<file path="src/rtl/cuckoo_pkg.sv">
// Shared definitions for the two-table cuckoo insert controller.
package cuckoo_pkg;
  localparam int DATA_W_DEF    = 32;
  localparam int IDX_W_DEF     = 5;
  localparam int MAX_KICKS_DEF = 16;

  localparam logic [1:0] ST_OK   = 2'b00;
  localparam logic [1:0] ST_DUP  = 2'b01;
  localparam logic [1:0] ST_FAIL = 2'b10;

  typedef enum logic [1:0] {S_IDLE, S_PROBE, S_DONE} state_t;

  // Stored entry is {key, idx1, idx2}; the valid bit is kept separately.
  function automatic int entry_w(input int dw, input int iw);
    return dw + 2 * iw;
  endfunction
endpackage

</file>
<file path="src/rtl/cuckoo_table.sv">
// One cuckoo table: register array with valid bits, one write port,
// a probe read port, a readback port and a synchronous clear.
module cuckoo_table
  import cuckoo_pkg::*;
#(
  parameter int DATA_W = DATA_W_DEF,
  parameter int IDX_W  = IDX_W_DEF
) (
  input  logic              clk,
  input  logic              rst,
  input  logic              clr,
  input  logic              we,
  input  logic [IDX_W-1:0]  wr_idx,
  input  logic [DATA_W-1:0] wr_key,
  input  logic [IDX_W-1:0]  wr_idx1,
  input  logic [IDX_W-1:0]  wr_idx2,
  input  logic [IDX_W-1:0]  pr_idx,
  output logic              pr_valid,
  output logic [DATA_W-1:0] pr_key,
  output logic [IDX_W-1:0]  pr_idx1,
  output logic [IDX_W-1:0]  pr_idx2,
  input  logic [IDX_W-1:0]  rd_idx,
  output logic              rd_valid,
  output logic [DATA_W-1:0] rd_key
);
  localparam int DEPTH = 2 ** IDX_W;
  localparam int EW    = entry_w(DATA_W, IDX_W);

  logic [DEPTH-1:0] valid;
  logic [EW-1:0]    mem [DEPTH];

  always_ff @(posedge clk) begin
    if (rst || clr) valid <= '0;
    else if (we)    valid[wr_idx] <= 1'b1;
  end

  // Payload needs no reset; the valid bit qualifies every read.
  always_ff @(posedge clk) begin
    if (we) mem[wr_idx] <= {wr_key, wr_idx1, wr_idx2};
  end

  assign pr_valid                   = valid[pr_idx];
  assign {pr_key, pr_idx1, pr_idx2} = mem[pr_idx];
  assign rd_valid                   = valid[rd_idx];
  assign rd_key                     = mem[rd_idx][EW-1 -: DATA_W];
endmodule

</file>
<file path="src/rtl/cuckoo_insert_ctrl.sv">
// Cuckoo insert sequencer: owns T1/T2, probes one slot per cycle and
// kicks occupants to their alternate slot until a hole or the kick bound.
module cuckoo_insert_ctrl
  import cuckoo_pkg::*;
#(
  parameter int DATA_W    = DATA_W_DEF,
  parameter int IDX_W     = IDX_W_DEF,
  parameter int MAX_KICKS = MAX_KICKS_DEF
) (
  input  logic              clk,
  input  logic              rst,
  input  logic              req_valid,
  output logic              req_ready,
  input  logic [DATA_W-1:0] req_key,
  input  logic [IDX_W-1:0]  req_idx1,
  input  logic [IDX_W-1:0]  req_idx2,
  input  logic              clear,
  output logic              done_valid,
  output logic [1:0]        done_status,
  output logic [IDX_W:0]    done_kicks,
  output logic [DATA_W-1:0] orphan_key,
  output logic [IDX_W+1:0]  occupancy,
  input  logic              rd_tbl,
  input  logic [IDX_W-1:0]  rd_idx,
  output logic              rd_valid,
  output logic [DATA_W-1:0] rd_key
);
  localparam logic [IDX_W:0]   KMAX     = MAX_KICKS[IDX_W:0];
  localparam logic [IDX_W+1:0] OCC_FULL = {1'b1, {(IDX_W+1){1'b0}}};

  state_t              state;
  logic                side;
  logic [DATA_W-1:0]   c_key;
  logic [IDX_W-1:0]    c_idx1, c_idx2;
  logic [IDX_W:0]      kicks;

  logic                t1_v, t2_v, rd1_v, rd2_v;
  logic [DATA_W-1:0]   t1_k, t2_k, rd1_k, rd2_k;
  logic [IDX_W-1:0]    t1_i1, t1_i2, t2_i1, t2_i2;

  logic                tgt_v, dup, wr_en, tbl_clr;
  logic [DATA_W-1:0]   tgt_k;
  logic [IDX_W-1:0]    tgt_i1, tgt_i2;

  // The carry always probes its own slot for the current side, so each
  // table is addressed directly by the matching carried index.
  assign tgt_v   = side ? t2_v  : t1_v;
  assign tgt_k   = side ? t2_k  : t1_k;
  assign tgt_i1  = side ? t2_i1 : t1_i1;
  assign tgt_i2  = side ? t2_i2 : t1_i2;
  assign dup     = (kicks == '0) && ((t1_v && t1_k == c_key) || (t2_v && t2_k == c_key));
  assign wr_en   = (state == S_PROBE) && !dup && (!tgt_v || kicks != KMAX);
  assign tbl_clr = (state == S_IDLE) && clear;

  assign req_ready = !rst && (state == S_IDLE) && !clear;
  assign rd_valid  = rd_tbl ? rd2_v : rd1_v;
  assign rd_key    = rd_tbl ? rd2_k : rd1_k;

  cuckoo_table #(.DATA_W(DATA_W), .IDX_W(IDX_W)) u_t1 (
    .clk(clk), .rst(rst), .clr(tbl_clr), .we(wr_en && !side),
    .wr_idx(c_idx1), .wr_key(c_key), .wr_idx1(c_idx1), .wr_idx2(c_idx2),
    .pr_idx(c_idx1), .pr_valid(t1_v), .pr_key(t1_k), .pr_idx1(t1_i1), .pr_idx2(t1_i2),
    .rd_idx(rd_idx), .rd_valid(rd1_v), .rd_key(rd1_k)
  );

  cuckoo_table #(.DATA_W(DATA_W), .IDX_W(IDX_W)) u_t2 (
    .clk(clk), .rst(rst), .clr(tbl_clr), .we(wr_en && side),
    .wr_idx(c_idx2), .wr_key(c_key), .wr_idx1(c_idx1), .wr_idx2(c_idx2),
    .pr_idx(c_idx2), .pr_valid(t2_v), .pr_key(t2_k), .pr_idx1(t2_i1), .pr_idx2(t2_i2),
    .rd_idx(rd_idx), .rd_valid(rd2_v), .rd_key(rd2_k)
  );

  always_ff @(posedge clk) begin
    if (rst) begin
      state       <= S_IDLE;
      side        <= 1'b0;
      kicks       <= '0;
      c_key       <= '0;
      c_idx1      <= '0;
      c_idx2      <= '0;
      done_valid  <= 1'b0;
      done_status <= ST_OK;
      done_kicks  <= '0;
      orphan_key  <= '0;
      occupancy   <= '0;
    end else begin
      case (state)
        S_IDLE: begin
          if (clear) begin
            occupancy <= '0;
          end else if (req_valid) begin
            c_key  <= req_key;
            c_idx1 <= req_idx1;
            c_idx2 <= req_idx2;
            side   <= 1'b0;
            kicks  <= '0;
            state  <= S_PROBE;
          end
        end
        S_PROBE: begin
          if (dup) begin
            state       <= S_DONE;
            done_valid  <= 1'b1;
            done_status <= ST_DUP;
            done_kicks  <= kicks;
          end else if (!tgt_v) begin
            if (occupancy != OCC_FULL) occupancy <= occupancy + 1'b1;
            state       <= S_DONE;
            done_valid  <= 1'b1;
            done_status <= ST_OK;
            done_kicks  <= kicks;
          end else if (kicks == KMAX) begin
            state       <= S_DONE;
            done_valid  <= 1'b1;
            done_status <= ST_FAIL;
            done_kicks  <= kicks;
            orphan_key  <= c_key;
          end else begin
            // Evicted occupant becomes the carry and heads for the other table.
            c_key  <= tgt_k;
            c_idx1 <= tgt_i1;
            c_idx2 <= tgt_i2;
            side   <= !side;
            kicks  <= kicks + 1'b1;
          end
        end
        S_DONE: begin
          state       <= S_IDLE;
          done_valid  <= 1'b0;
          done_status <= ST_OK;
          done_kicks  <= '0;
          orphan_key  <= '0;
        end
        default: state <= S_IDLE;
      endcase
    end
  end
endmodule

</file>
<file path="config.mk">
export PLATFORM = sky130hd
export DESIGN_NAME = cuckoo_insert_ctrl
export DESIGN_NICKNAME = d
export VERILOG_FILES = /design/src/rtl/cuckoo_pkg.sv /design/src/rtl/cuckoo_table.sv /design/src/rtl/cuckoo_insert_ctrl.sv
export SDC_FILE = /design/constraint.sdc
export NUM_CORES = 2
export LEC_CHECK = 0
export CAP_MARGIN = 5
export CORE_ASPECT_RATIO = 1.1
export CORE_MARGIN = 2
export CORE_UTILIZATION = 38
export CTS_CLUSTER_DIAMETER = 60
export DETAILED_ROUTE_END_ITERATION = 8
export RECOVER_POWER = 25
export SYNTH_ARGS = -nofsm -noshare
export SYNTH_HDL_FRONTEND = slang
export SYNTH_SLANG_ARGS = --single-unit
</file>
<file path="constraint.sdc">
create_clock -name clk -period 10 [get_ports clk]
set_input_delay 2 -clock clk [delete_from_list [all_inputs] [get_ports clk]]
set_output_delay 2 -clock clk [all_outputs]
set_load 0.01 [all_outputs]
</file>
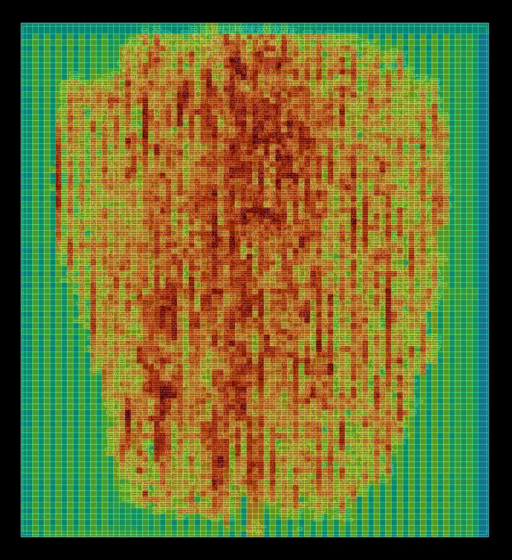
congestion_map.png
post-layout utilization of the core: 43.3%
average wire length per cell after detail routing: 37.6 um
routing usage on met1: 29.9%

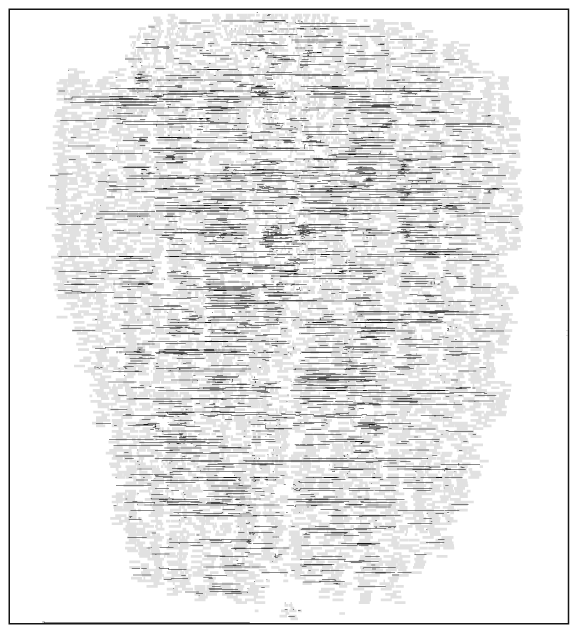
m3.png
Drawn at 1 px/um. Cells faint in the background.
The layer carries 37.4 mm of wire. The wires run mostly horizontal. The layer holds 8.7% of the routed length. The longest straight run is 205 um. 961 nets have wire on it.

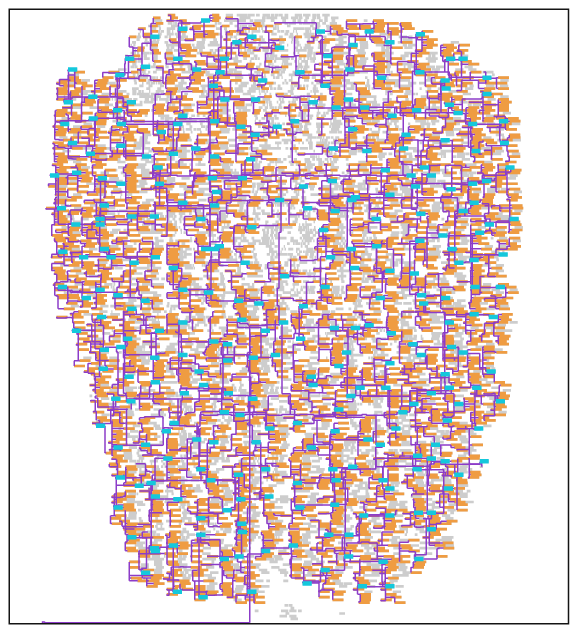
clock_wires.png
Drawn at 1 px/um.
Orange shows flip-flops, count 2861. Purple shows clock wires, length 34.2 mm. Cyan shows clock-net drivers, count 299.
There are 300 routed clock nets.
worst skew pair latency: 0.90 ns
maximum clock skew at final layout: 0.0574 ns
clock network power consumption: 11100 uW

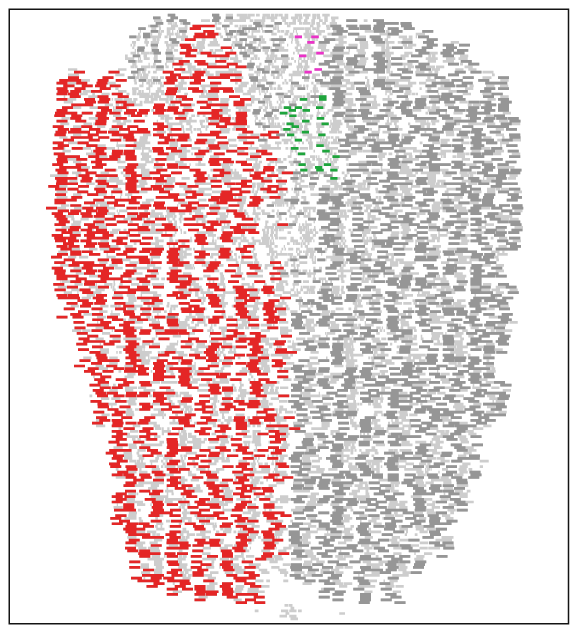
ff_map.png
Drawn at 1 px/um. Other sequential cells in the stronger grey, the rest of the logic in the fainter grey.
Magenta shows occupancy, placed flops 7, where top middle. Green shows u_t1.valid, placed flops 32, where top middle. Red shows u_t2.mem, placed flops 1344.
proportion of cell area occupied by registers: 58.0%
Seq power: 15200 uW

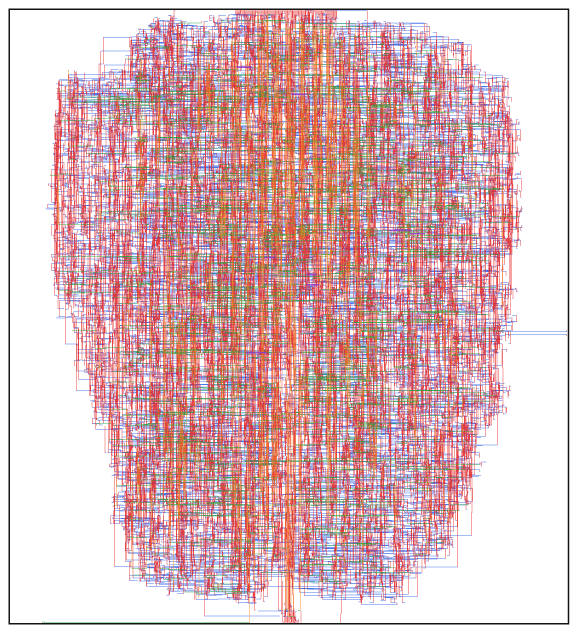
layers.png
Drawn at 1 px/um.
Blue shows M1, wire length 151 mm. Red shows M2, wire length 212 mm. Orange shows M4, wire length 31.2 mm. Green shows M3, wire length 37.4 mm. Purple shows M5, wire length 111 um.

-- placed cells by master (no fill, tap or decap), types with 33 or more instances in the layout --
cell | synthesis | layout
sky130_fd_sc_hd__a211oi_1 | 52 | 50
sky130_fd_sc_hd__a21oi_1 | 122 | 122
sky130_fd_sc_hd__a22oi_1 | 171 | 171
sky130_fd_sc_hd__a31oi_1 | 37 | 36
sky130_fd_sc_hd__buf_4 | 35 | 205
sky130_fd_sc_hd__clkbuf_1 | 239 | 87
sky130_fd_sc_hd__clkbuf_16 | 0 | 306
sky130_fd_sc_hd__clkdlybuf4s50_1 | 0 | 126
sky130_fd_sc_hd__clkinv_1 | 1 | 50
sky130_fd_sc_hd__clkinv_2 | 0 | 46
sky130_fd_sc_hd__dfxtp_1 | 173 | 143
sky130_fd_sc_hd__edfxtp_1 | 2688 | 2688
sky130_fd_sc_hd__mux2_2 | 49 | 49
sky130_fd_sc_hd__mux2i_1 | 507 | 507
sky130_fd_sc_hd__mux4_2 | 1241 | 1241
sky130_fd_sc_hd__nand2_1 | 162 | 161
sky130_fd_sc_hd__nand3_1 | 79 | 79
sky130_fd_sc_hd__nor2_1 | 247 | 200
sky130_fd_sc_hd__nor2_4 | 1 | 43
sky130_fd_sc_hd__nor3b_1 | 37 | 37
sky130_fd_sc_hd__o21ai_0 | 44 | 43
sky130_fd_sc_hd__xor2_1 | 33 | 33
-- sequential cells by signal, summed over array words and instances, names as in the netlist, 6 cells and up, named ones only --
register	cells
c_key	32
done_kicks	6
kicks	6
occupancy	7
orphan_key	32
u_t1.mem	1344
u_t1.valid	32
u_t2.mem	1344
u_t2.valid	32
-- metrics by stage --
stage	hold slack (ns)	instances	instance area (um^2)	setup WS (ns)
3_3_place_gp	0.444	11000	136000	2.39
4_1_cts	0.468	11500	145000	2.35
5_1_grt	0.495	11500	145000	1.58
2_1_floorplan	0.432	6549	128000	3.18
6_report	0.464	11500	145000	1.78
3_5_place_dp	0.459	11000	136000	2.39
-- metal layers --
metal	global-route usage (%)	vias up	routed length [um]	share of wire [%]
li1	-	28300	-	-
met1	29.9	39300	151000	35
met2	41.6	4404	212000	49
met3	4.81	1141	37400	8.7
met4	15.2	16	31200	7.2
met5	0	-	111	0.026
-- worst max-delay path: cells and delay by family, from the launching register on --
family          cells  cell delay, ns
flops               1            0.47
compound gates      3            0.92
buf+inv             2            3.36
simple gates        8            2.99
-- cells by family (layout without fill, tap and decap cells) --
| family | count (synthesis) | after routing | share of synthesized area (%) |
|---|---|---|---|
| buffers and inverters | 519 | 953 | 1.76 |
| xor gates and xnor gates | 60 | 60 | 0.410 |
| and+or+nand+nor | 745 | 745 | 2.86 |
| other | 0 | 13 | 0 |
| AOI/OAI and AO/OA | 559 | 559 | 3.00 |
| DFF | 2861 | 2861 | 65.7 |
| muxes | 1798 | 1798 | 26.2 |
| adders and majority gates | 7 | 7 | 0.0683 |
-- worst paths after layout --
path                                startpoint              end  slack [ns]
worst max register to register       c_idx1[2]  u_t1.mem[6][29]        1.78
worst min register to register  u_t1.valid[10]   u_t1.valid[10]        0.46
worst max-delay path                 c_idx1[2]  u_t1.mem[6][29]        1.78
worst min-delay path            u_t1.valid[10]   u_t1.valid[10]        0.46
==> flow_results.org <==
* Flow results

** Die
- The floorplan has between 200 and 250 rows.
- Area enclosed by the die boundary :: 342000 um^2
- TAP cells :: 4500
- Count of boundary I/O pins :: approximately 130
- The vertical die dimension reported for this design is 613 um.
- Width of the die :: 558 um
- The core region is 335000 um^2.

** STA
- Of the available clock period, the critical path in the final layout requires 82.2%.
- For reference, the final report shows the max-slew violation count at 1426.

** Pwr
- Max IR drop VDD :: 0.204 mV
- Int Power :: approximately 24000 uW
- In this run, flip-flops and latches consume 42.7% of the power.
- Looking at the power breakdown, combinational cells take 26.0% of the total.
- Power group with the largest share :: registers
- The leakage power in the latest report is about 0.045 uW.
- The completed layout was analyzed and its total power is 35600 uW.

** Global routing
- The number of antenna violations at the first check in global routing came to 33.
- Residual overflow from global routing :: 0
- Entering global routing, the biggest net connects 96 pins.
- The via count of the first global-routing pass is 74200.
- All-Layer GR Usage :: 25.0%
- Wire length of the first global-routing pass :: 593 mm

** Placed design
- The HPWL after detailed placement is 260 mm.
- The placement summary gives the final routability congestion estimate as a little under 1.

** Worst setup path
- The setup path with the least slack is of type reg -> reg.
- Among all stages on the critical path, the maximum delay recorded is 2.67 ns.
- The largest individual stage delay along the critical path comes from the cell sky130_fd_sc_hd__clkbuf_1.
- The critical path goes through clkbuf_1 -> nor3_1 -> a22oi_1 -> o21a_1 -> or2_2 -> nand3b_1 -> nor4_1 -> nand4_1 -> o41ai_4 -> nor4_2 -> nand2_1 -> nor2_4 -> buf_4.
- Required time of the critical path :: 10.50 ns

** Synth
- Of all flip-flops after synthesis, the portion carrying an async set or reset was 0%.
- In this run the mean area of a mapped cell was 19.6 um^2.
- Per the synth log, the flip-flop and latch total comes to approximately 2900.
- Number of library cell types mapped by synthesis :: about 75
- The number of cells reported by Yosys stat comes to 6549.

** Detailed routing
- Detail-routed via count per cell :: 6.36
- Nets still carrying antenna violations after routing amount to 0.

** Final layout
- Among all cell classes, the greatest summed area belongs to registers.
- Area of combinational cells with multiple inputs :: 42200 um^2
- Compared with the post-synthesis result, the final layout area differs by 13.4%.
- Nonclk inv count :: 38
- Area share of buffers outside the clock network :: under 10%
- Comb area share :: between 20% and 30%
- The repair_antennas step left the layout with diodes totalling 13.
- Multi-input combinational cell count :: 3169
- Of all the cell area in the finished design, the clock network holds approximately 6.6%.
- Non-clock buffers in the final layout number 387.
- Fraction of final layout cells with drive strength greater than 1 :: 29.7%

** Outcome
- Violations in the final reports :: max-capacitance violations, max-slew violations
- Status :: complete, but fails checks

** Flow run
- Max_cap viols :: 23

** CTS
- TritonCTS clock tree :: done
- The longest clock path from root to sink contains 4 buffers.
- In the CTS report, the clock slew at the register clock pins of the worst setup and hold paths is listed as 0.06 ns.
- Post-cts resize count :: 0
Power is estimated from default activity; no workload was simulated.
